### Clock routing

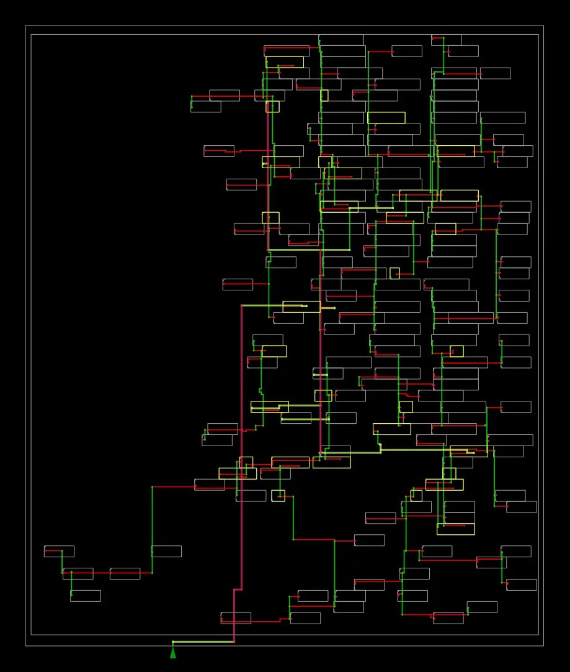
### M2 wires

Cells faint in the background.
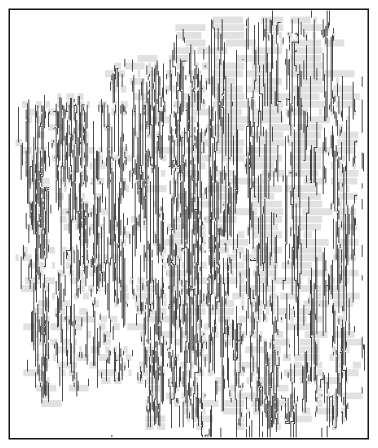
Design encode_pack, sky130hd; sources not shown.
==> impl_metrics.py <==
# Metrics from the implementation run
metrics = {
    "clock_tree": {
        "cts_max_level": 4,
        "clk_path_buf_depth": 2,
        "clk_latency_ns": 0.42,
        "ctsResizeCount": 0,
        "postCtsSetupBuffers": 0,
        "ctsHoldBuffers": 0,
        "cts_tree": "yes",
        "clk_pin_slew_worst_paths_ns": 0.06,
        "cts-root-buf": "clkbuf_16",
    },
    "timing": {
        "hold_viol_final": 0,
        "fin_crit_sh_pct": 73.8,
        "slew_headroom_pct": 37.5,
        "rsz0062_at_grt": "no",
        "slew_viol_final": 0,
        "setup_viol": 0,
        "worstMarginPinSlew_ns": 0.934,
        "fmax_mhz": 295,
        "fin_hold_ws_ns": 0.0541,
        "setup_tns_ns": 0,
        "period_needed_ns": 3.39,
    },
    "pwr": {
        "ir_worst_vdd_mv": 0.250,
        "p_leak_nw": 2.78,
        "switching_power_mw": 1.25,
        "intPower_mw": 2.43,
        "total_power_mw": 3.68,
        "power_density_nw_per_um2": 436,
        "clock_power_share_pct": 36.6,
        "combPwrFrac_pct": 24.1,
        "swShare_pct": 33.9,
        "p_seq_share_pct": 39.3,
    },
    "worst_setup_path": {
        "worstPathRequired_ns": 4.89,
        "crit_arrival_ns": 3.68,
        "rr_worst_depth": 11,
        "crit_path_end_kind": "flip-flop",
        "critical_path_class": "reg2reg",
        "crit_fanout": 14,
        "regToRegSetupSlack_ns": 1.21,
        "start_kind": "flip-flop",
    },
    "logic_synthesis": {
        "ys_warn_count": 0,
        "top_cell": "nand2_1",
        "edf_count": 64,
        "synth_nets": 827,
        "synth_seq_share_pct": 45.2,
        "ys_area_um2": 7670,
        "synth_stat.cells": 784,
        "syn_area_per_cell_um2": 9.78,
        "synth-main-ff-cell": "dfxtp_1",
        "synthCells": 784,
        "common_cells": "nand2_1, dfxtp_1, nor2_1, edfxtp_1, a21oi_1",
        "netlist_area_um2": 7670,
        "yosysUniqueCellTypes": 88,
        "ys_ff": 141,
        "yosys.area.top_type": "edfxtp_1",
        "top_cell_area_share_pct": 25.1,
        "area_leaders": "edfxtp_1, dfxtp_1, mux4_2",
        "async_flop_share_pct": 0,
    },
    "floorplanning": {
        "floorplan.core_util_pct": 42.0,
        "fp-row-count": 54,
        "ios": 58,
        "fp.dieW_um": 127,
        "core_area_um2": 18200,
        "die-area_um2": 19300,
        "die_h_um": 152,
    },
    "cells_and_area": {
        "largest_reg_flops": 64,
        "drive_above_1_share_pct": 12.2,
        "final_util_pct": 46.2,
        "antenna_cells": 0,
        "nets": 818,
        "syn2layout_area_growth_pct": 9.94,
        "fill_cells": 2032,
    },
    "grt": {
        "grt_overflow": 0,
        "grt_pass1_vias": 6518,
        "grt_usage_pct": 24.2,
        "antenna_found_initial": 0,
        "grt_max_degree": 54,
        "grt_pass1_wl_um": 36000,
    },
    "detailed_routing": {
        "wl_per_cell_um": 22.2,
        "vias_per_cell": 6.18,
        "ant_nets": 0,
        "drcViolationCount": 0,
        "firstDrtPassIters": 5,
        "drt_iter0_drc": 315,
    },
    "min_path": {
        "whs_path_depth": 1,
        "hp-class": "in2reg",
    },
    "flow_run": {
        "drv_cap": 0,
        "warnings": 32,
    },
    "outcome": {
        "status": "completed",
    },
    "placement": {
        "place_congestion": 0.821,
        "dp_hpwl_um": 16100,
        "io_buffers": 0,
    },
}
## Picture notes: 'Clock routing'
Flop Count: 141
CLK BUF: 19
CTS Buf Count: 17
clock sinks: 141

## Picture notes: 'M2 wires'
main direction: vertical
wire length on this layer: 11900 µm
longest straight run: 57.3 µm
Routed WL: 22400 µm
met2 Use GR: 45.8%
detailed-route via count: 6256

==> critical path: stages, from the launching register on <==
cell and delay (ns):
dfxtp_1 0.37, xor2_1 0.47, a31oi_1 0.26, and2_1 0.24, nor2_1 0.10, ha_1 0.28, a21oi_1 0.29, xnor2_1 0.12
o22ai_2 0.33, buf_4 0.28, nand3_1 0.24, o22ai_1 0.26
==> cell families (layout without fill, tap and decap cells) <==
logic type,count (synthesis),in the layout,synth area share (%)
flip-flops,141,141,45.2
AND/OR/NAND/NOR,261,261,16.5
multiplexers,20,20,5.24
AND-OR/OR-AND,240,240,21.4
buffers and inverters,74,78,4.93
XOR/XNOR,27,27,3.08
adder cells (fa/ha/maj),21,21,3.59
==> area by class of cell <==
| cell class | count | area, µm² | share of cell area [%] |
|---|---|---|---|
| Clock buffer | 19 | 464 | 5.51 |
| Clock inverter | 13 | 119 | 1.41 |
| Inverter | 25 | 93.8 | 1.11 |
| Multi-Input combinational cell | 569 | 3850 | 45.7 |
| Sequential cell | 141 | 3460 | 41.1 |
| Tap cell | 224 | 280 | 3.33 |
| Timing Repair Buffer | 21 | 158 | 1.87 |
==> per-layer routing <==
metal	routed length [µm]	vias to the layer above	track usage (%)
met4	483	0	9.05
met1	9350	3147	28.1
met2	11900	146	45.8
met5	0	-	0
met3	699	27	2.77
li1	-	2936	-
==> power by group through the flow <==
stage               clock [mW]  combinational, mW  sequential [mW]
floorplan                    0              0.643             1.45
global placement             0              0.860             1.46
detailed placement           0              0.878             1.47
CTS                       1.36              0.885             1.44
global route              1.40              0.971             1.45
finish                    1.35              0.887             1.44
==> per-stage QoR <==
stage / cell area (µm²) / std cells / setup WS [ns]
6_report: 8430 / 1012 / 1.21
5_1_grt: 8430 / 1012 / 0.948
4_1_cts: 8430 / 1012 / 1.21
3_5_place_dp: 7850 / 980 / 0.952
3_3_place_gp: 7850 / 980 / 1.13
2_1_floorplan: 7670 / 784 / 1.31
==> cells in the final DEF, fill, tap and decap left out, types with 12 or more instances in the layout <==
| cell type | Yosys | final |
|---|---|---|
| a211oi_1 | 16 | 16 |
| nor2_1 | 65 | 65 |
| inv_1 | 23 | 23 |
| dfxtp_1 | 77 | 77 |
| ha_1 | 18 | 18 |
| xnor2_1 | 19 | 19 |
| mux4_2 | 16 | 16 |
| a31oi_1 | 15 | 15 |
| o21ai_0 | 33 | 33 |
| nor3_1 | 14 | 12 |
| clkbuf_16 | 0 | 18 |
| nand2_1 | 95 | 95 |
| edfxtp_1 | 64 | 64 |
| a21oi_1 | 57 | 57 |
| buf_4 | 2 | 21 |
| o211ai_1 | 12 | 12 |
Power figures rest on the tool's default switching activity, not on a simulated workload.
